`config.mk`:
```
export PLATFORM = sky130hd
export DESIGN_NAME = task_grant_responder
export DESIGN_NICKNAME = d
export VERILOG_FILES = /design/src/rtl/task_grant_responder.sv
export SDC_FILE = /design/constraint.sdc
export NUM_CORES = 1
export LEC_CHECK = 0
export ABC_AREA = 1
export CORE_MARGIN = 2
export CORE_UTILIZATION = 50
export DETAILED_ROUTE_END_ITERATION = 8
export PLACE_DENSITY_LB_ADDON = 0.15
export SYNTH_ARGS = -nofsm -noshare
export SYNTH_HDL_FRONTEND = slang
export SYNTH_SLANG_ARGS = --single-unit
```
`constraint.sdc`:
```
create_clock -name clk -period 2.4 [get_ports clk]
set_input_delay 0.48 -clock clk [delete_from_list [all_inputs] [get_ports clk]]
set_output_delay 0.48 -clock clk [all_outputs]
set_load 0.005 [all_outputs]
```
`src/rtl/task_grant_responder.sv`:
```
// Task-side responder: one job per task, drives req/res_need to the priority controller and
// consumes its one-hot grant. Optional starvation monitor enabled by defining STARVATION_MON_EN.
module task_grant_responder #(
    parameter int NUM_TASKS     = 4,
    parameter int TASK_ID_WIDTH = $clog2(NUM_TASKS),
    parameter int LEN_WIDTH     = 8,
    parameter int STARVE_LIMIT  = 64
) (
    input  logic                     clk,
    input  logic                     rst,
    input  logic                     job_valid,
    output logic                     job_ready,
    input  logic [TASK_ID_WIDTH-1:0] job_task,
    input  logic [LEN_WIDTH-1:0]     job_len,
    input  logic                     job_res,
    output logic [NUM_TASKS-1:0]     req,
    output logic [NUM_TASKS-1:0]     res_need,
    input  logic [NUM_TASKS-1:0]     grant,
    output logic [NUM_TASKS-1:0]     busy,
    output logic                     done_valid,
    output logic [TASK_ID_WIDTH-1:0] done_task,
    output logic                     error,
    output logic [NUM_TASKS-1:0]     starve
);

    // Job handshake: a job is taken when job_valid && job_ready; job_ready is low only while
    // the addressed task still holds an unfinished job.
    typedef enum logic [1:0] {
        ST_IDLE = 2'd0,
        ST_WAIT = 2'd1,
        ST_RUN  = 2'd2
    } state_e;

    state_e                   state_q [NUM_TASKS];
    state_e                   state_d [NUM_TASKS];
    logic [LEN_WIDTH-1:0]     rem_q   [NUM_TASKS];
    logic [LEN_WIDTH-1:0]     rem_d   [NUM_TASKS];
    logic [NUM_TASKS-1:0]     res_q, res_d;
    logic                     done_valid_q, done_valid_d;
    logic [TASK_ID_WIDTH-1:0] done_task_q, done_task_d;
    logic                     error_q, error_d;

    logic [NUM_TASKS-1:0]     idle_mask;
    logic [NUM_TASKS-1:0]     grant_m1;
    logic                     grant_valid;
    logic                     accept;

    always_comb begin
        idle_mask = '0;
        for (int t = 0; t < NUM_TASKS; t++) begin
            idle_mask[t] = (state_q[t] == ST_IDLE);
        end
    end

    assign busy      = ~idle_mask;
    assign req       = busy;
    assign res_need  = res_q & busy;
    assign job_ready = !busy[job_task];
    assign accept    = job_valid && job_ready;

    // x & (x-1) is nonzero exactly when more than one bit of x is set.
    assign grant_m1    = grant - NUM_TASKS'(1);
    assign grant_valid = ~|(grant & grant_m1) && ~|(grant & idle_mask);

    always_comb begin
        res_d        = res_q;
        done_valid_d = 1'b0;
        done_task_d  = done_task_q;
        error_d      = error_q | ~grant_valid;
        for (int t = 0; t < NUM_TASKS; t++) begin
            state_d[t] = state_q[t];
            rem_d[t]   = rem_q[t];
            case (state_q[t])
                ST_IDLE: begin
                    if (accept && (job_task == TASK_ID_WIDTH'(t))) begin
                        state_d[t] = ST_WAIT;
                        rem_d[t]   = (job_len == '0) ? LEN_WIDTH'(1) : job_len;
                        res_d[t]   = job_res;
                    end
                end
                ST_WAIT, ST_RUN: begin
                    // An invalid grant freezes every task for that cycle.
                    if (grant_valid && grant[t]) begin
                        if (rem_q[t] == LEN_WIDTH'(1)) begin
                            state_d[t]   = ST_IDLE;
                            res_d[t]     = 1'b0;
                            done_valid_d = 1'b1;
                            done_task_d  = TASK_ID_WIDTH'(t);
                        end else begin
                            state_d[t] = ST_RUN;
                            rem_d[t]   = rem_q[t] - LEN_WIDTH'(1);
                        end
                    end else if (grant_valid) begin
                        state_d[t] = ST_WAIT;
                    end
                end
                default: state_d[t] = ST_IDLE;
            endcase
        end
    end

    always_ff @(posedge clk or posedge rst) begin
        if (rst) begin
            for (int t = 0; t < NUM_TASKS; t++) begin
                state_q[t] <= ST_IDLE;
                rem_q[t]   <= '0;
            end
            res_q        <= '0;
            done_valid_q <= 1'b0;
            done_task_q  <= '0;
            error_q      <= 1'b0;
        end else begin
            for (int t = 0; t < NUM_TASKS; t++) begin
                state_q[t] <= state_d[t];
                rem_q[t]   <= rem_d[t];
            end
            res_q        <= res_d;
            done_valid_q <= done_valid_d;
            done_task_q  <= done_task_d;
            error_q      <= error_d;
        end
    end

    assign done_valid = done_valid_q;
    assign done_task  = done_task_q;
    assign error      = error_q;

`ifdef STARVATION_MON_EN
    localparam int CNT_W = $clog2(STARVE_LIMIT + 1);

    logic [CNT_W-1:0]     wait_cnt_q [NUM_TASKS];
    logic [CNT_W-1:0]     wait_cnt_d [NUM_TASKS];
    logic [NUM_TASKS-1:0] starve_q, starve_d;

    always_comb begin
        starve_d = starve_q;
        for (int t = 0; t < NUM_TASKS; t++) begin
            wait_cnt_d[t] = wait_cnt_q[t];
            if ((state_q[t] == ST_IDLE) || (grant_valid && grant[t])) begin
                wait_cnt_d[t] = '0;
                starve_d[t]   = 1'b0;
            end else begin
                if ((state_q[t] == ST_WAIT) && !grant[t] &&
                    (wait_cnt_q[t] != CNT_W'(STARVE_LIMIT))) begin
                    wait_cnt_d[t] = wait_cnt_q[t] + CNT_W'(1);
                end
                if (wait_cnt_q[t] == CNT_W'(STARVE_LIMIT)) begin
                    starve_d[t] = 1'b1;
                end
            end
        end
    end

    always_ff @(posedge clk or posedge rst) begin
        if (rst) begin
            for (int t = 0; t < NUM_TASKS; t++) begin
                wait_cnt_q[t] <= '0;
            end
            starve_q <= '0;
        end else begin
            for (int t = 0; t < NUM_TASKS; t++) begin
                wait_cnt_q[t] <= wait_cnt_d[t];
            end
            starve_q <= starve_d;
        end
    end

    assign starve = starve_q;
`else
    assign starve = '0;
`endif

endmodule
```
==> run_1/io_fan.png <==
Bar = 20 um.
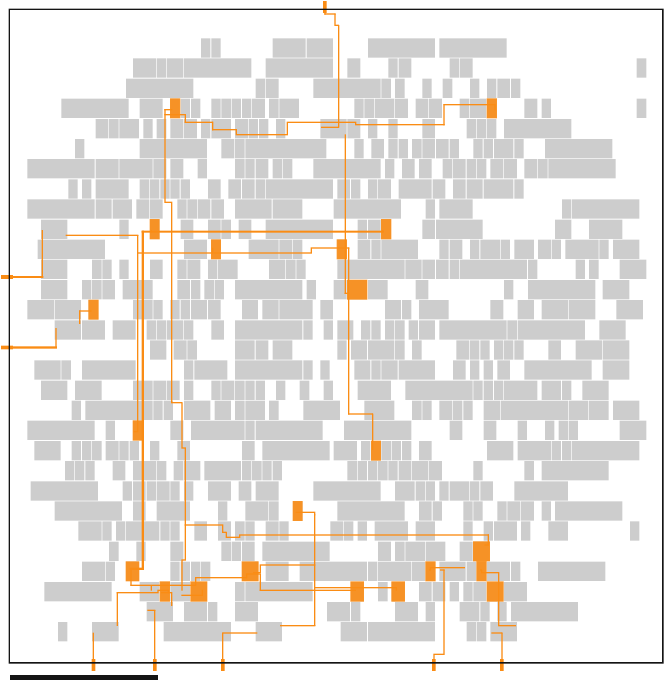
Key: orange = job_len [direction input, end cells 21, buffers 10, wire 561 um]
port bufs: 34
number of top-level pins: 39

==> run_1/placement_by_type.png <==
Fill, decap, tap and diode cells in gray.
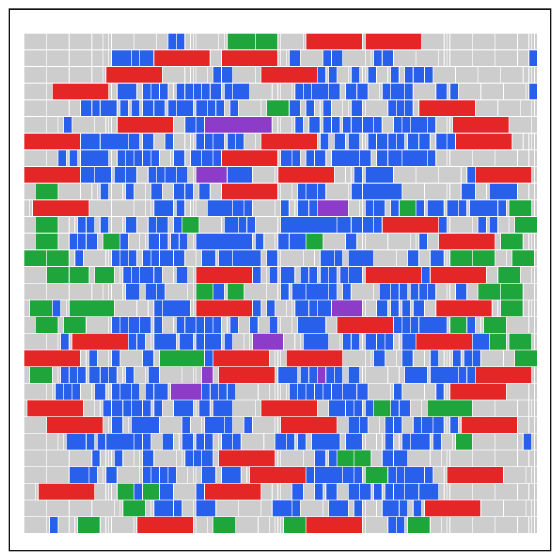
Key: red = flops [cells 48, share of their area 30%]; purple = clock drivers and dummy loads [cells 8, share of their area 2.6%]; blue = combinational and other logic [cells 446, share of their area 55%]; green = other buffers and delay cells [cells 51, share of their area 12%]
final instance area: 0.00419 mm^2
Std-Cell Rows: 30
area of the core region: 0.00683 mm^2
fin util: 0.613
fraction of area in registers: 0.287

==> impl_results.html, run 1 <==
<h2>Implementation results</h2>
<table>
<tr><th>Metric</th><th>Value</th></tr>
<tr><th colspan="2">Outcome</th></tr>
<tr><td>Outcome</td><td>finished clean</td></tr>
<tr><th colspan="2">Synthesis</th></tr>
<tr><td>EDFF count, synth</td><td>0</td></tr>
<tr><td>Most popular library cell in the synthesized design by count</td><td>nand2_1</td></tr>
<tr><td>Area of the mapped netlist</td><td>0.00354 mm^2</td></tr>
<tr><td>Yosys warning tally</td><td>0</td></tr>
<tr><td>Post-synth seq share</td><td>0.340</td></tr>
<tr><td>Distinct lib cells used</td><td>38</td></tr>
<tr><td>Async SR Flop Fraction</td><td>1.00</td></tr>
<tr><td>Main synth FF type</td><td>dfrtp_1</td></tr>
<tr><td>Synthesized instance count</td><td>509</td></tr>
<tr><td>Largest type area fraction</td><td>0.340</td></tr>
<tr><td>Area fraction in xor and xnor cells</td><td>0.00743</td></tr>
<tr><td>Basic Gates by Area</td><td>0.321</td></tr>
<tr><td>Synthesis area per yosys</td><td>0.00354 mm^2</td></tr>
<tr><td>Multiplexer area fraction after synthesis</td><td>0</td></tr>
<tr><td>Flops &amp; latches, synth</td><td>48</td></tr>
<tr><td>Post-synthesis average cell area</td><td>6.95 um^2</td></tr>
<tr><td>Cell total in the yosys stat output</td><td>509</td></tr>
<tr><td>Main area contributors</td><td>dfrtp_1 (34%), nand2_1 (14%), inv_1 (8.4%)</td></tr>
<tr><td>Area fraction in full adders, half adders and majority gates</td><td>0.0566</td></tr>
<tr><td>Largest combinational cell category by area</td><td>simple AND/OR/NAND/NOR gates</td></tr>
<tr><td>Most frequent cells after synthesis</td><td>nand2_1 (134), inv_1 (79), nand3_1 (50)</td></tr>
<tr><td>Library cell occupying the most area in the post-synthesis netlist</td><td>dfrtp_1</td></tr>
<tr><td>Synthesized-area fraction occupied by ao, oa, aoi and oai cells</td><td>0.151</td></tr>
<tr><th colspan="2">Die</th></tr>
<tr><td>FP Util</td><td>0.518</td></tr>
<tr><td>Die footprint</td><td>0.00776 mm^2</td></tr>
<tr><td>Tap cell count</td><td>96</td></tr>
<tr><th colspan="2">Cells and area</th></tr>
<tr><td>Post-Layout Cell Count</td><td>649</td></tr>
<tr><td>Commonest Layout Cell</td><td>nand2_1</td></tr>
<tr><td>Non-Clock Buffer Count</td><td>51</td></tr>
<tr><td>Area of all sequential standard cells</td><td>0.00120 mm^2</td></tr>
<tr><td># nets final</td><td>586</td></tr>
<tr><td>Tally of clock buffers in the finished layout</td><td>6</td></tr>
<tr><td>Clock network area share</td><td>0.0257</td></tr>
<tr><td>Logic cell area</td><td>0.00194 mm^2</td></tr>
<tr><td>Most area-hungry cell class in the final design</td><td>logic gates</td></tr>
<tr><td>Sequential cells</td><td>48</td></tr>
<tr><td>Flip-flop count of the largest register after layout</td><td>32</td></tr>
<tr><td>Area growth from synthesis to final layout</td><td>18.5%</td></tr>
<tr><td>Antenna diode count</td><td>0</td></tr>
<tr><td>Number of filler instances in the final layout</td><td>628</td></tr>
<tr><td>Number of logic inverters in the finished layout</td><td>85</td></tr>
<tr><td>Total number of multi-input combinational cells</td><td>361</td></tr>
<tr><td>Reg with most FFs</td><td>rem_q</td></tr>
<tr><td>Registers with the most flip-flops</td><td>rem_q: 32 flops, state_q: 8 flops, res_q: 4 flops</td></tr>
<tr><td>NonClk Buf Share</td><td>0.121</td></tr>
<tr><td>Share of cells above drive strength 1</td><td>0.125</td></tr>
<tr><td>Multi-input gate share of total cell area</td><td>0.462</td></tr>
<tr><td>Top logic cells by instance count in the layout</td><td>nand2_1 (134), inv_1 (78), nand3_1 (50), dfrtp_1 (48), o21ai_0 (41)</td></tr>
<tr><th colspan="2">Global route</th></tr>
<tr><td>Global-route wire length before repair</td><td>14100 um</td></tr>
<tr><td>Pin count of the biggest net entering global routing</td><td>31</td></tr>
<tr><td>Initial antenna violation count</td><td>0</td></tr>
<tr><td>Met2 Use GR</td><td>0.354</td></tr>
<tr><td>Met3 routing resource usage after global routing</td><td>0.0443</td></tr>
<tr><td>GRT Util Overall</td><td>0.237</td></tr>
<tr><td>Grt peak-use layer</td><td>met2</td></tr>
<tr><td>Total overflow reported by the global router</td><td>0</td></tr>
<tr><td>Vias in the first global route</td><td>2940</td></tr>
<tr><td>GRT met1 Usage</td><td>0.353</td></tr>
<tr><th colspan="2">Final timing</th></tr>
<tr><td>Count of final setup violators</td><td>0</td></tr>
<tr><td>Timing-limited maximum frequency</td><td>446 MHz</td></tr>
<tr><td>Setup TNS</td><td>0 ns</td></tr>
<tr><td>Final clock period utilization by the worst path</td><td>0.933</td></tr>
<tr><td>Final hold vios</td><td>0</td></tr>
<tr><td>Final worst clock skew</td><td>0.0118 ns</td></tr>
<tr><td>Unrepaired setup endpoints after global routing</td><td>false</td></tr>
<tr><td>Max-slew violation count</td><td>0</td></tr>
<tr><td>Setup WS post-layout</td><td>0.160 ns</td></tr>
<tr><td>Final hold slack</td><td>0.481 ns</td></tr>
<tr><td>Period minus WS final</td><td>2.24 ns</td></tr>
<tr><th colspan="2">Power and ir drop</th></tr>
<tr><td>Leakage power summed over all cells</td><td>2.13 nW</td></tr>
<tr><td>P_int</td><td>3.24 mW</td></tr>
<tr><td>Pwr Total</td><td>6.35 mW</td></tr>
<tr><td>Switching power</td><td>3.11 mW</td></tr>
<tr><td>Sw Ratio</td><td>0.490</td></tr>
<tr><td>Pwr per Cell Area</td><td>1520 mW/mm^2</td></tr>
<tr><td>Combinational fraction of design power</td><td>0.670</td></tr>
<tr><td>Clock network power</td><td>605 uW</td></tr>
<tr><td>Flop pwr share</td><td>0.234</td></tr>
<tr><td>Power consumed by combinational cells</td><td>4.26 mW</td></tr>
<tr><td>Clock power frac</td><td>0.095</td></tr>
<tr><td>Sequential cell power</td><td>1.49 mW</td></tr>
<tr><td>Leading power group</td><td>combinational logic</td></tr>
<tr><th colspan="2">Worst hold path</th></tr>
<tr><td>Path class of the lowest-slack min-delay path</td><td>input pin to async pin</td></tr>
<tr><th colspan="2">Route</th></tr>
<tr><td>DRT Pass-1 Iters</td><td>4</td></tr>
<tr><td>DRC marker count from the first detailed-route iteration</td><td>268</td></tr>
<tr><td>WL met2</td><td>3780 um</td></tr>
<tr><td>Met3 Wirelength</td><td>534 um</td></tr>
<tr><td>Detailed-routing wirelength on met1</td><td>4390 um</td></tr>
<tr><td>Via count normalized by instance count</td><td>5.10</td></tr>
<tr><td>Highest metal used</td><td>met4</td></tr>
<tr><td>Remaining DRCs</td><td>0</td></tr>
<tr><td>Routed Antenna Nets</td><td>0</td></tr>
<tr><th colspan="2">Critical path</th></tr>
<tr><td>Delay-heaviest family, CP</td><td>buffers and inverters</td></tr>
<tr><td>Endpoint of the worst setup timing path</td><td>res_need[3]</td></tr>
<tr><td>Critical Path Stages</td><td>5</td></tr>
<tr><td>Crit path largest cell delay</td><td>0.51 ns</td></tr>
<tr><td>Launching element type of the critical path</td><td>flop</td></tr>
<tr><td>Worst path bufs/invs</td><td>3</td></tr>
<tr><td>Critical path data arrival time</td><td>1.76 ns</td></tr>
<tr><td>Critical path class</td><td>flop to primary output</td></tr>
<tr><td>Highest net fanout along the worst path</td><td>4</td></tr>
<tr><td>Required @ worst endpoint</td><td>1.92 ns</td></tr>
<tr><td>Max stage delay cell, worst path</td><td>clkdlybuf4s50_1</td></tr>
<tr><td>Critical Path End Type</td><td>primary output</td></tr>
<tr><td>Crit. Startpoint</td><td>state_q[1]</td></tr>
<tr><td>Cell chain of the critical path</td><td>inv_1, ha_1, buf_4, nor2_1, clkdlybuf4s50_1</td></tr>
<tr><td>Launch instance of the worst register-to-register path</td><td>state_q[1]</td></tr>
<tr><td>Setup slack of the most critical reg-to-reg path</td><td>0.48 ns</td></tr>
<tr><td>Worst Reg-to-Reg Cells</td><td>13</td></tr>
<tr><td>Worst r2r dst</td><td>rem_q[14]</td></tr>
<tr><th colspan="2">Clock network</th></tr>
<tr><td>H-tree depth</td><td>2</td></tr>
<tr><td>Clk sink count</td><td>48</td></tr>
<tr><td>Clock Root Buffer</td><td>clkbuf_8</td></tr>
<tr><td>Clock tree from TritonCTS</td><td>built</td></tr>
<tr><td>Post-CTS Resized</td><td>6</td></tr>
<tr><td>Post-CTS setup-driven buffer insertion count</td><td>0</td></tr>
<tr><td>Post-CTS Hold Fix Bufs</td><td>0</td></tr>
<tr><td>Clock insertion delay at the later pin of the skew report</td><td>0.31 ns</td></tr>
<tr><td>Total clock buffers created by CTS</td><td>5</td></tr>
<tr><td>Clock transition at path regs</td><td>0.10 ns</td></tr>
<tr><td>Buffer levels on the longest clock path</td><td>2</td></tr>
<tr><th colspan="2">Place</th></tr>
<tr><td>Final weighted congestion in routability-driven placement</td><td>0.895</td></tr>
<tr><td>Dpl cell area</td><td>0.00405 mm^2</td></tr>
<tr><td>Dpl hpwl</td><td>6590 um</td></tr>
<tr><td>Pre-CTS setup slack</td><td>-0.0235 ns</td></tr>
<tr><td>Total instance count after detailed placement</td><td>640</td></tr>
<tr><th colspan="2">Flow run</th></tr>
<tr><td>Number of max-cap violations</td><td>0</td></tr>
<tr><td>Tally of OpenROAD warnings</td><td>34</td></tr>
</table>
==> run_1/metal_density.png <==
The die is cut into 18 by 18 equal tiles; dark blue is low, red is high, scaled to the fullest tile. Values are wire area over tile area, all layers added.
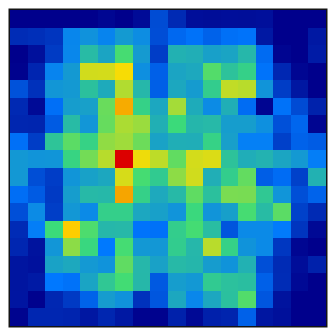
The mean over all tiles is 0.18. The fullest tile reaches 0.63. The densest ninth of the die: center.
post-DR wirelength/cell: 13.6 um
wire length reported by the detailed router: 8820 um
via count: 3310

==> run_1/power_grid.png <==
Bar = 20 um. Pins as bars on the die edge. Tap cells in gray.
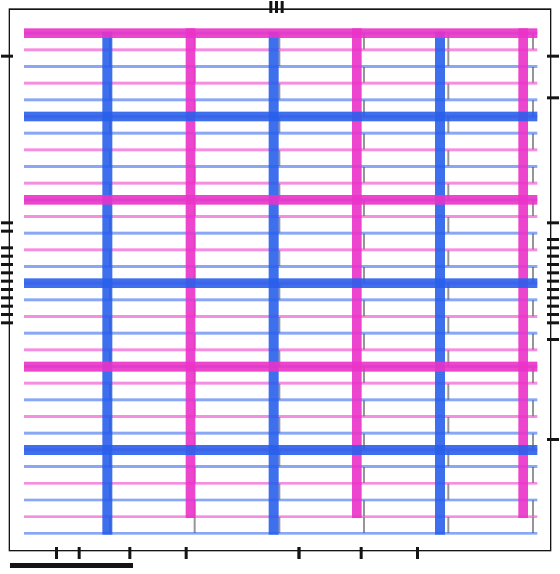
Key: blue = VSS; magenta = VDD
6 straps on met4. 39 signal pins sit on the boundary. 31 met1 rails follow the rows. 96 tap cells.
Max VDD drop: 0.000708 V
overall die width: 88.1 um
Die Y: 88.1 um

==> run 1 -> run 2 <==
--- a/config.mk
+++ b/config.mk
@@ -7,7 +7,7 @@
 export LEC_CHECK = 0
 export ABC_AREA = 1
 export CORE_MARGIN = 2
-export CORE_UTILIZATION = 50
+export CORE_UTILIZATION = 59
 export DETAILED_ROUTE_END_ITERATION = 8
 export PLACE_DENSITY_LB_ADDON = 0.15
 export SYNTH_ARGS = -nofsm -noshare
==> run_2/power_grid.png <==
Bar = 20 um. Pins as bars on the die edge. Tap cells in gray.
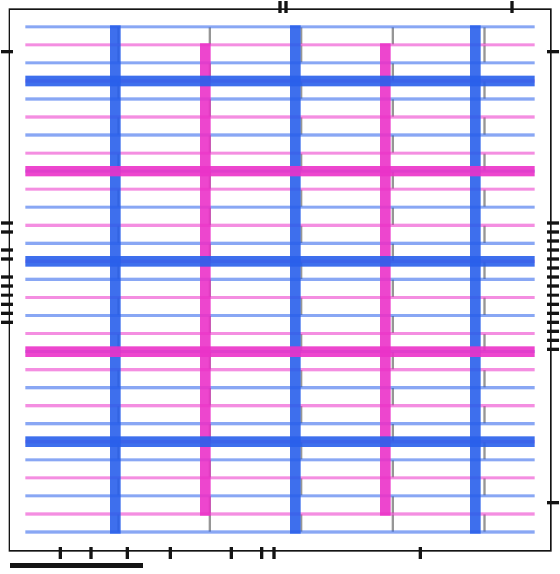
area of the core region: 0.00585 mm^2
Die Y: 81.4 um
overall die width: 81.4 um

==> run 2 against run 1 <==
- core utilization increased by 9.8 points
- sequential share of layout area increased by 0.18 points
- final cell count decreased by 3.1%
- register-to-register slack got worse by 0.09 ns
- clock power decreased by 2%
==> impl_results.html, run 2 <==
<h2>Implementation results</h2>
<table>
<tr><th>Metric</th><th>Value</th></tr>
<tr><th colspan="2">Global route</th></tr>
<tr><td>GRT met1 Usage</td><td>0.394</td></tr>
<tr><td>Pin count of the biggest net entering global routing</td><td>31</td></tr>
<tr><td>GRT Util Overall</td><td>0.282</td></tr>
<tr><td>Initial antenna violation count</td><td>0</td></tr>
<tr><td>Total overflow reported by the global router</td><td>0</td></tr>
<tr><td>Global-route wire length before repair</td><td>14300 um</td></tr>
<tr><th colspan="2">Cells and area</th></tr>
<tr><td>Area growth from synthesis to final layout</td><td>17.7%</td></tr>
<tr><td>Final instance area</td><td>0.00416 mm^2</td></tr>
<tr><td>Commonest Layout Cell</td><td>nand2_1</td></tr>
<tr><td>Antenna diode count</td><td>0</td></tr>
<tr><td># nets final</td><td>587</td></tr>
<tr><td>Number of logic inverters in the finished layout</td><td>85</td></tr>
<tr><td>NonClk Buf Share</td><td>0.118</td></tr>
<tr><td>Fin util</td><td>0.712</td></tr>
<tr><td>Top logic cells by instance count in the layout</td><td>nand2_1 (134), inv_1 (75), nand3_1 (50), dfrtp_1 (48), o21ai_0 (41)</td></tr>
<tr><td>Flip-flop count of the largest register after layout</td><td>32</td></tr>
<tr><td>Multi-input gate share of total cell area</td><td>0.468</td></tr>
<tr><th colspan="2">Synthesis</th></tr>
<tr><td>Yosys warning tally</td><td>0</td></tr>
<tr><td>Synthesis area per yosys</td><td>0.00354 mm^2</td></tr>
<tr><td>Async SR Flop Fraction</td><td>1.00</td></tr>
<tr><td>Synthesized instance count</td><td>509</td></tr>
<tr><td>Main synth FF type</td><td>dfrtp_1</td></tr>
<tr><td>Largest type area fraction</td><td>0.340</td></tr>
<tr><td>EDFF count, synth</td><td>0</td></tr>
<tr><td>Distinct lib cells used</td><td>38</td></tr>
<tr><td>Most popular library cell in the synthesized design by count</td><td>nand2_1</td></tr>
<tr><td>Main area contributors</td><td>dfrtp_1 (34%), nand2_1 (14%), inv_1 (8.4%)</td></tr>
<tr><td>Post-synthesis average cell area</td><td>6.95 um^2</td></tr>
<tr><td>Flops &amp; latches, synth</td><td>48</td></tr>
<tr><td>Area fraction in xor and xnor cells</td><td>0.00743</td></tr>
<tr><th colspan="2">Clock network</th></tr>
<tr><td>Clock Root Buffer</td><td>clkbuf_8</td></tr>
<tr><td>Post-CTS setup-driven buffer insertion count</td><td>0</td></tr>
<tr><td>Post-CTS Hold Fix Bufs</td><td>0</td></tr>
<tr><td>Post-CTS Resized</td><td>2</td></tr>
<tr><td>Clock tree from TritonCTS</td><td>built</td></tr>
<tr><td>Clk sink count</td><td>48</td></tr>
<tr><td>Clock transition at path regs</td><td>0.09 ns</td></tr>
<tr><td>Buffer levels on the longest clock path</td><td>2</td></tr>
<tr><th colspan="2">Critical path</th></tr>
<tr><td>Required @ worst endpoint</td><td>1.92 ns</td></tr>
<tr><td>Endpoint of the worst setup timing path</td><td>job_ready</td></tr>
<tr><td>Worst Reg-to-Reg Cells</td><td>12</td></tr>
<tr><td>Critical Path Stages</td><td>7</td></tr>
<tr><td>Launching element type of the critical path</td><td>flop</td></tr>
<tr><td>Launch instance of the worst register-to-register path</td><td>state_q[0]</td></tr>
<tr><td>Max stage delay cell, worst path</td><td>clkdlybuf4s50_1</td></tr>
<tr><td>Worst r2r dst</td><td>done_task[1]</td></tr>
<tr><td>Worst path bufs/invs</td><td>4</td></tr>
<tr><td>Critical Path End Type</td><td>primary output</td></tr>
<tr><th colspan="2">Power and ir drop</th></tr>
<tr><td>Flop pwr share</td><td>0.238</td></tr>
<tr><td>Power consumed by combinational cells</td><td>4.19 mW</td></tr>
<tr><td>Sequential cell power</td><td>1.50 mW</td></tr>
<tr><td>Pwr Total</td><td>6.28 mW</td></tr>
<tr><td>Clock network power</td><td>595 uW</td></tr>
<tr><td>P_int</td><td>3.19 mW</td></tr>
<tr><td>Max VDD drop</td><td>0.000763 V</td></tr>
<tr><th colspan="2">Place</th></tr>
<tr><td>Dpl hpwl</td><td>6420 um</td></tr>
<tr><td>Dpl cell area</td><td>0.00399 mm^2</td></tr>
<tr><td>Port bufs</td><td>34</td></tr>
<tr><td>Pre-CTS setup slack</td><td>0.0333 ns</td></tr>
<tr><td>Total instance count after detailed placement</td><td>618</td></tr>
<tr><th colspan="2">Route</th></tr>
<tr><td>DRC marker count from the first detailed-route iteration</td><td>218</td></tr>
<tr><td>Remaining DRCs</td><td>0</td></tr>
<tr><td>Via count</td><td>3330</td></tr>
<tr><td>Via count normalized by instance count</td><td>5.29</td></tr>
<tr><td>Met3 Wirelength</td><td>535 um</td></tr>
<tr><th colspan="2">Outcome</th></tr>
<tr><td>Outcome</td><td>finished clean</td></tr>
<tr><th colspan="2">Final timing</th></tr>
<tr><td>Max-slew violation count</td><td>0</td></tr>
<tr><td>Final hold slack</td><td>0.480 ns</td></tr>
<tr><td>Unrepaired setup endpoints after global routing</td><td>false</td></tr>
<tr><td>Count of final setup violators</td><td>0</td></tr>
<tr><th colspan="2">Flow run</th></tr>
<tr><td>Tally of OpenROAD warnings</td><td>34</td></tr>
<tr><td>Number of max-cap violations</td><td>0</td></tr>
<tr><th colspan="2">Die</th></tr>
<tr><td>FP Util</td><td>0.604</td></tr>
<tr><th colspan="2">Worst hold path</th></tr>
<tr><td>Path class of the lowest-slack min-delay path</td><td>flop to flop</td></tr>
</table>
Power is estimated from default activity; no workload was simulated.
